==> src/rtl/rf_wb_arbiter.sv <==
// rf_wb_arbiter
// Shares the single write port of the 8x16 register file between the
// pipeline WB stage (fixed priority, never back-pressured) and the
// multicycle unit (valid/ready into a small holding FIFO).
//
// Ports:
//   clk, rst                        clock, synchronous active-high reset
//   wb_valid/wb_regsel/wb_data      pipeline writeback request
//   mc_valid/mc_regsel/mc_data      multicycle result offer
//   mc_ready                        FIFO can accept this cycle
//   write/writeregsel/writedata     register file write port
//   pending_mask                    one bit per register with a buffered write
//   stall_req                       pipeline must bubble WB next cycle
//   err                             sticky: pipeline ignored stall_req
module rf_wb_arbiter #(
    parameter int DEPTH    = 2,
    parameter int MAX_WAIT = 4
) (
    input  logic        clk,
    input  logic        rst,
    input  logic        wb_valid,
    input  logic [2:0]  wb_regsel,
    input  logic [15:0] wb_data,
    input  logic        mc_valid,
    input  logic [2:0]  mc_regsel,
    input  logic [15:0] mc_data,
    output logic        mc_ready,
    output logic        write,
    output logic [2:0]  writeregsel,
    output logic [15:0] writedata,
    output logic [7:0]  pending_mask,
    output logic        stall_req,
    output logic        err
);

    localparam int PW = $clog2(DEPTH);
    localparam int CW = PW + 1;
    localparam int AW = $clog2(MAX_WAIT + 1);

    logic [2:0]       regsel_r [DEPTH];
    logic [15:0]      data_r   [DEPTH];
    logic [DEPTH-1:0] vld_r;
    logic [PW-1:0]    wr_ptr_r;
    logic [PW-1:0]    rd_ptr_r;
    logic [CW-1:0]    count_r;
    logic [AW-1:0]    age_r;
    logic             stall_d_r;
    logic             err_r;

    logic             empty_s;
    logic             full_s;
    logic             enq_s;
    logic             deq_s;
    logic             stall_s;
    logic             write_s;
    logic [2:0]       sel_s;
    logic [15:0]      data_s;
    logic [7:0]       mask_s;

    function automatic logic [7:0] onehot8(input logic [2:0] sel);
        onehot8 = 8'h01 << sel;
    endfunction

    // FIFO status, enqueue handshake and starvation stall
    always_comb begin
        empty_s = (count_r == {CW{1'b0}});
        full_s  = (count_r == CW'(DEPTH));
        // a full FIFO refuses even if the head drains this cycle
        enq_s   = mc_valid && !full_s && !rst;
        stall_s = !rst && !empty_s && (age_r >= AW'(MAX_WAIT));
    end

    // Write-port selection: pipeline first, then FIFO head, else idle
    always_comb begin
        write_s = 1'b0;
        sel_s   = 3'd0;
        data_s  = 16'h0000;
        deq_s   = 1'b0;
        if (rst) begin
            write_s = 1'b0;
        end else if (wb_valid) begin
            write_s = 1'b1;
            sel_s   = wb_regsel;
            data_s  = wb_data;
        end else if (!empty_s) begin
            write_s = 1'b1;
            sel_s   = regsel_r[rd_ptr_r];
            data_s  = data_r[rd_ptr_r];
            deq_s   = 1'b1;
        end else begin
            write_s = 1'b0;
        end
    end

    // Pending-write mask: the entry leaving this cycle is still shown
    always_comb begin
        mask_s = 8'h00;
        for (int i = 0; i < DEPTH; i++) begin
            mask_s = mask_s | (vld_r[i] ? onehot8(regsel_r[i]) : 8'h00);
        end
    end

    // FIFO storage, pointers, valid bits and occupancy count
    always_ff @(posedge clk) begin
        if (rst) begin
            wr_ptr_r <= {PW{1'b0}};
            rd_ptr_r <= {PW{1'b0}};
            count_r  <= {CW{1'b0}};
            vld_r    <= {DEPTH{1'b0}};
        end else begin
            // enqueue only when not full, so wr_ptr never equals a draining rd_ptr
            if (deq_s) begin
                vld_r[rd_ptr_r] <= 1'b0;
                rd_ptr_r        <= rd_ptr_r + PW'(1);
            end
            if (enq_s) begin
                regsel_r[wr_ptr_r] <= mc_regsel;
                data_r[wr_ptr_r]   <= mc_data;
                vld_r[wr_ptr_r]    <= 1'b1;
                wr_ptr_r           <= wr_ptr_r + PW'(1);
            end
            case ({enq_s, deq_s})
                2'b10:   count_r <= count_r + CW'(1);
                2'b01:   count_r <= count_r - CW'(1);
                default: count_r <= count_r;
            endcase
        end
    end

    // Head age: cycles the current head has been passed over, saturating
    always_ff @(posedge clk) begin
        if (rst) begin
            age_r <= {AW{1'b0}};
        end else if (deq_s || empty_s) begin
            age_r <= {AW{1'b0}};
        end else if (age_r < AW'(MAX_WAIT)) begin
            age_r <= age_r + AW'(1);
        end else begin
            age_r <= age_r;
        end
    end

    // Protocol watchdog: WB write in the cycle after a stall request
    always_ff @(posedge clk) begin
        if (rst) begin
            stall_d_r <= 1'b0;
            err_r     <= 1'b0;
        end else begin
            stall_d_r <= stall_s;
            if (stall_d_r && wb_valid) begin
                err_r <= 1'b1;
            end
        end
    end

    assign mc_ready     = !full_s && !rst;
    assign write        = write_s;
    assign writeregsel  = sel_s;
    assign writedata    = data_s;
    assign pending_mask = mask_s;
    assign stall_req    = stall_s;
    assign err          = err_r;

endmodule

==> config.mk <==
export PLATFORM = sky130hd
export DESIGN_NAME = rf_wb_arbiter
export DESIGN_NICKNAME = d
export VERILOG_FILES = /design/src/rtl/rf_wb_arbiter.sv
export SDC_FILE = /design/constraint.sdc
export NUM_CORES = 1
export LEC_CHECK = 0
export CORE_MARGIN = 1.5
export CORE_UTILIZATION = 45
export CTS_CLUSTER_SIZE = 24
export DETAILED_ROUTE_END_ITERATION = 12
export GPL_ROUTABILITY_DRIVEN = 0
export GPL_TIMING_DRIVEN = 0
export PLACE_DENSITY_LB_ADDON = 0.25
export SLEW_MARGIN = 0
export SYNTH_ARGS = -nofsm -noshare
export SYNTH_HDL_FRONTEND = slang
export SYNTH_SLANG_ARGS = --single-unit
==> constraint.sdc <==
create_clock -name clk -period 2.3 [get_ports clk]
set_input_delay 0.69 -clock clk [delete_from_list [all_inputs] [get_ports clk]]
set_output_delay 0.69 -clock clk [all_outputs]
set_load 0.05 [all_outputs]
==> results_dict.tcl, run 1 <==
# metrics dict for downstream scripts
set metrics [dict create \
    edf_count 38 \
    finalCriticalPeriod_ns 2.44 \
    ir_drop_mv 0.452 \
    grt_pass1_vias 1597 \
    warnings 29 \
    critical_path_class "in -> out" \
    hold_slack_ns 0.473 \
    mostFrequentLayoutCells "clkdlybuf4s50_1 (40), edfxtp_1 (38), nand2_1 (24), mux2i_1 (20), buf_6 (18)" \
    antenna_left 0 \
    status "complete, but fails checks" \
    worstSetupStartpointType "input port" \
    synth.avg_cell_area_um2 12.5 \
    p_leak_nw 1.18 \
    timing.final.ws_setup_ns -0.137 \
    final_cell_area_mm2 0.00334 \
    io_buffers 72 \
    finalSetupViolations 19 \
    violations "setup timing" \
    mi_logic_area_um2 911 \
    synthCells 178 \
    ys_warn_count 0 \
    combPwrFrac_pct 24.2 \
    pwr-share-seq_pct 51.6 \
    fmax_ghz 0.410 \
    firstDrtPassIters 4 \
]
-- run 1: cell usage after synthesis (2+ instances only) --
library cell	instances	area (um^2)
ha_1	2	25.0
o31ai_1	2	15.0
inv_1	5	18.8
mux2i_1	20	200
edfxtp_1	38	1140
nand2_1	24	90.1
o22ai_1	6	37.5
nand2b_1	7	43.8
nor2_1	9	33.8
clkbuf_1	2	7.51
o21ai_2	17	149
nor2b_1	3	18.8
o21ai_1	2	10.0
xor2_1	2	17.5
a21oi_1	7	35.0
o32ai_1	2	17.5
or3_1	2	12.5
dfxtp_1	12	240
buf_2	2	10.0
o21ai_0	3	15.0
buf_6	2	22.5
-- run 1: metal layers --
layer	vias up	global-route usage [%]	part of all wire (%)
li1	818	-	-
met1	776	25.0	43
met2	46	33.3	51
met3	6	4.39	4.5
met4	0	6.79	1.3
met5	-	0	0
-- run 1: sequential cells by signal, indices dropped and copies added, names as in the netlist, named ones only --
register	count
regsel_r	6
age_r	3
err	1
data_r	32
vld_r	2
stall_d_r	1
wr_ptr_r	1
rd_ptr_r	1
count_r	2
-- run 1: critical path, cell delays in order --
cell and delay [ns]:
buf_8 0.10, o21bai_4 0.16, or2_4 0.31, buf_12 0.16, o21ai_4 0.14, buf_6 0.18
-- run 1: cell type report --
cell class	instances	share of cell area [%]
Sequential cell	50	41.4
Inverter	5	0.675
Buffer	6	1.99
Timing Repair Buffer	79	23.6
Clock inverter	2	0.263
Clock buffer	6	2.18
Tap cell	67	2.51
Multi-Input combinational cell	116	27.3
-- run 1: power groups by stage --
| stage | sequential [W] | combinational, W | clock, W |
|---|---|---|---|
| 6_report | 0.00104 | 0.000486 | 0.000485 |
| 5_1_grt | 0.00104 | 0.000517 | 0.000528 |
| 4_1_cts | 0.00104 | 0.000480 | 0.000491 |
| 3_5_place_dp | 0.00106 | 0.000426 | 0 |
| 3_3_place_gp | 0.00105 | 0.000419 | 0 |
| 2_1_floorplan | 0.00105 | 0.000263 | 0 |
-- run 1: worst paths after layout --
kind | slack, ns | startpoint | to | depth (start not counted)
worst max-delay path | -0.14 | rst | writedata[5] | 6
worst min-delay path | 0.47 | stall_d_r | err | 2
worst max register to register | 0.30 | count_r[1] | count_r[1] | 8
worst min register to register | 0.47 | stall_d_r | err | 2
-- run 1: what timing repair did --
action                                  in CTS  in global routing
gates resized                              189                 25
endpoints found under the setup margin      50                 47
setup buffers                                3                  4
cloned                                       2                  0
pin swaps                                   19                  4
-- run 1: stage by stage --
step / std cells / util [%] / setup WS [ns] / total power, W
2_1_floorplan: 178 / - / -0.141 / 0.00131
3_3_place_gp: 317 / 64.9 / -1.38 / 0.00147
3_5_place_dp: 317 / 64.9 / -1.39 / 0.00148
4_1_cts: 329 / 70.4 / -0.220 / 0.00201
5_1_grt: 331 / 70.2 / -0.161 / 0.00209
6_report: 331 / 70.2 / -0.137 / 0.00201
-- run 1: kinds of logic (layout without fill, tap and decap cells) --
logic type	Yosys count	after routing	share of synthesized area (%)
adders and majority gates	2	2	1.12
AOI/OAI and AO/OA	41	41	13.5
and+or+nand+nor	50	50	10.4
xor gates and xnor gates	3	3	1.18
muxes	20	20	8.97
buffers and inverters	12	98	2.97
DFF	50	50	61.9
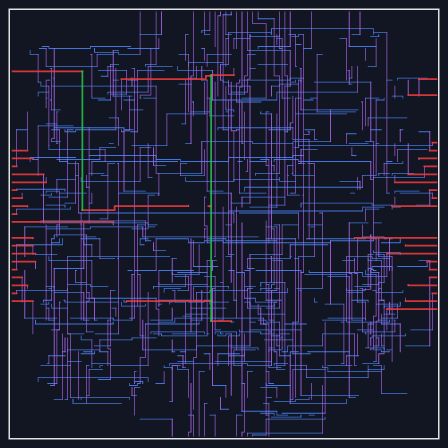
*Signal wires by layer, run 1*
[met3] red | wire length: 220 um
[met2] purple | wire length: 2520 um
[met4] green | wire length: 66.0 um
[met1] blue | wire length: 2120 um

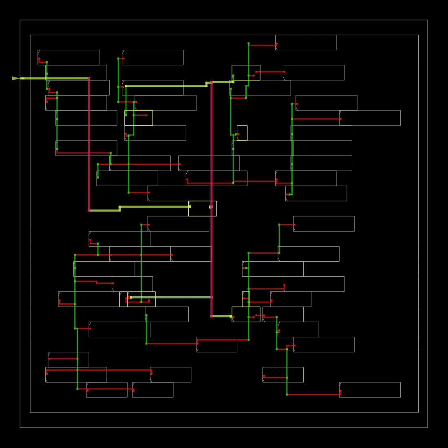
*Clock wiring as the flow saved it, run 1*
P_clk: 0.000485 W
flip-flops: 50
clock buffers: 6
Layout Skew: 0.00526 ns

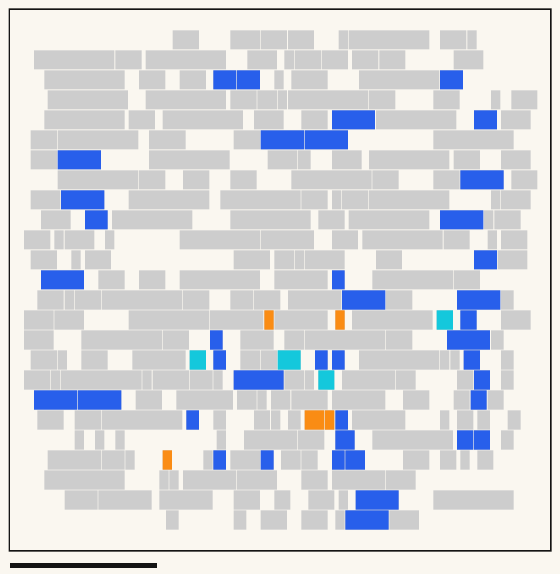
*Gate-type map, run 1*
Bar = 20 um.
[inverting AOI/OAI gates] blue | cells: 40 | most used: o21ai_4 | where: all over the die
[AND and OR gates] cyan | cells: 4 | most used: or3_1
[inverters] orange | cells: 5 | most used: inv_1 | where: bottom middle

### Where the registers sit, run 1

Other sequential cells in the stronger gray, the rest of the logic in the fainter gray.
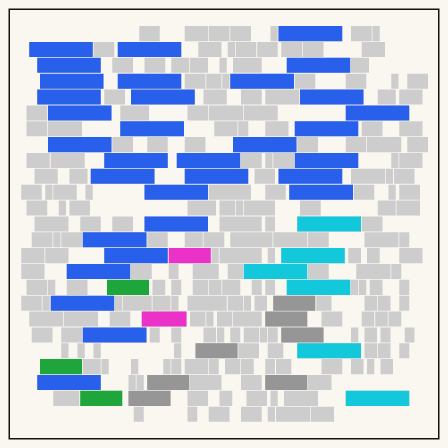

--- run 2 (diff from run 1) ---
==> constraint.sdc (replaced) <==
create_clock -name clk -period 2.9 [get_ports clk]
set_input_delay 0.87 -clock clk [delete_from_list [all_inputs] [get_ports clk]]
set_output_delay 0.87 -clock clk [all_outputs]
set_load 0.05 [all_outputs]
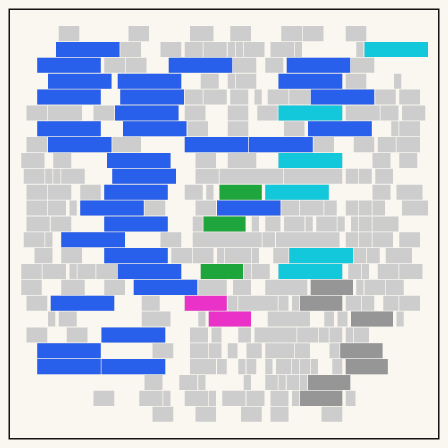
*Where the registers sit, run 2*
Other sequential cells in the stronger gray, the rest of the logic in the fainter gray.
[`age_r`] green | sequential cells: 3
[`data_r`] blue | sequential cells: 32
[`regsel_r`] cyan | sequential cells: 6
[`count_r`] magenta | sequential cells: 2

==> run 2 against run 1 <==
First-iteration DRC count shrank 22%. Sequential share of layout area shrank 0.16 points. Critical endpoint is now writedata[14]. Cell count shrank 0.30%. The run now ends clean. Register-to-register slack gained 0.59 ns. Synthesized cell count is the same. Combinational power shrank 24%. Die area is the same. Cell area grew 0.30%. Global-route usage shrank 0.16 points. Routed wire length shrank 3.7%. Utilization grew 0.21 points.
==> results_dict.tcl, run 2 <==
# metrics dict for downstream scripts
set metrics [dict create \
    status "complete, no violations" \
    mostFrequentLayoutCells "clkdlybuf4s50_1 (42), edfxtp_1 (38), nand2_1 (24), mux2i_1 (20), buf_6 (20)" \
    r2r-start "count_r[0]" \
    simple_gate_share_pct 10.4 \
    hold_slack_ns 0.481 \
    final_cells 330 \
    min_path_cells 2 \
    grt_pass1_vias 1594 \
    p_leak_nw 1.29 \
    synthCells 178 \
    critical_path_class "in -> out" \
    largest_register_ffs 32 \
    combPwrFrac_pct 20.9 \
    top_regs "data_r (32), regsel_r (6), age_r (3)" \
    top_cells_by_count "edfxtp_1 (38), nand2_1 (24), mux2i_1 (20), o21ai_2 (17), dfxtp_1 (12)" \
    pwr-share-seq_pct 46.6 \
    topCellsByArea "edfxtp_1 (51%), dfxtp_1 (11%), mux2i_1 (9.0%)" \
    synth.avg_cell_area_um2 12.5 \
    startpoint "rst" \
    rrSetupSlack_ns 0.89 \
    numPlacedInstances 317 \
    ir_drop_mv 0.383 \
    ys_warn_count 0 \
    finalSetupViolations 0 \
    warnings 27 \
    edf_count 38 \
    post-place-ws_ns -1.12 \
    utilization_pct 70.4 \
    largest-register "data_r" \
    aoi_share_pct 13.5 \
    largest_area_cell "edfxtp_1" \
    synth_top_area_share_pct 51.1 \
    timing.final.ws_setup_ns 0.0519 \
    reg2regPathDepth 7 \
    synth.cellmix.xorXnorShare_pct 1.18 \
    fmax_ghz 0.351 \
    firstDrtPassIters 4 \
    r2r-end "count_r[1]" \
    synth.most_common_cell "edfxtp_1" \
    logic_family "AND-OR/OR-AND gates" \
    io_buffers 72 \
    worstHoldEndpoint "err" \
    adder_share_pct 1.12 \
]
==> run 2: netlist changes by cell type in the layout (fill, tap and decap cells not counted), moves of 2 or more <==
cell / previous run / this run
bufinv_16: 0 / 2
dlymetal6s2s_1: 0 / 4
buf_8: 2 / 0
o32ai_1: 0 / 2
o21ai_4: 13 / 2
clkdlybuf4s15_2: 2 / 0
o32ai_2: 2 / 0
buf_4: 7 / 4
o21ai_2: 6 / 17
buf_6: 18 / 20
clkdlybuf4s50_1: 40 / 42
buf_2: 8 / 2
dlygate4sd2_1: 0 / 5
==> run 2: kinds of logic (layout without fill, tap and decap cells) <==
logic type / after synthesis / in the layout
simple gates: 50 / 50
flops: 50 / 50
compound gates: 41 / 41
buf+inv: 12 / 97
mux: 20 / 20
xor+xnor: 3 / 3
fa+ha+maj: 2 / 2
==> run 2: worst max path at each step <==
stage / to / cells past startpoint / slack, ns
detailed placement: writedata[4] / 6 / -1.12
global route: pending_mask[3] / 3 / 0.0003
floorplan: writedata[14] / 4 / -0.17
CTS: writedata[15] / 7 / 0.01
global placement: writedata[4] / 6 / -1.12
finish: writedata[14] / 7 / 0.05
==> run 2: final cells by class <==
type / instances / area, um^2 / area share [%]
flip-flops and latches: 50 / 1380 / 41.3
repair buffers: 77 / 840 / 25.1
multi-input cells: 116 / 813 / 24.3
well taps: 67 / 83.8 / 2.51
plain buffers: 7 / 71.3 / 2.13
clock buffers: 5 / 68.8 / 2.06
clock inverters: 3 / 68.8 / 2.06
inverters: 5 / 18.8 / 0.561
==> run 2: power by group through the flow <==
stage	registers, W	logic (W)	clock network, W
after floorplan	0.000832	0.000201	0
after CTS	0.000821	0.000367	0.000579
final	0.000821	0.000369	0.000573
after detailed placement	0.000836	0.000329	0
after global placement	0.000835	0.000326	0
after global routing	0.000824	0.000393	0.000614
==> run 2: what timing repair did <==
| action | CTS | global route |
|---|---|---|
| gates cloned | 2 | 0 |
| endpoints found under the setup margin | 24 | 23 |
| gates resized | 157 | 9 |
| buffers inserted | 2 | 1 |
| pin swaps | 20 | 2 |
==> run 2: critical path, cell delays in order <==
cell	delay [ns]
buf_6	0.10
o21bai_4	0.16
or2_4	0.25
buf_12	0.14
buf_12	0.13
o21ai_4	0.14
buf_6	0.17
==> run 2: per-layer routing <==
| metal | wire [um] | track usage (%) | vias up |
|---|---|---|---|
| met5 | 0 | 0 | - |
| met3 | 220 | 5.21 | 6 |
| met2 | 2410 | 33.0 | 51 |
| met4 | 71 | 7.00 | 0 |
| li1 | - | - | 815 |
| met1 | 2040 | 24.2 | 779 |
==> run 2: stage by stage <==
stage	area [um^2]	setup TNS, ns
3_3_place_gp	3040	-20.91
4_1_cts	3320	0
2_1_floorplan	2230	-0.335
5_1_grt	3350	0
6_report	3350	0
3_5_place_dp	3040	-21.13
Power is estimated from default activity; no workload was simulated.
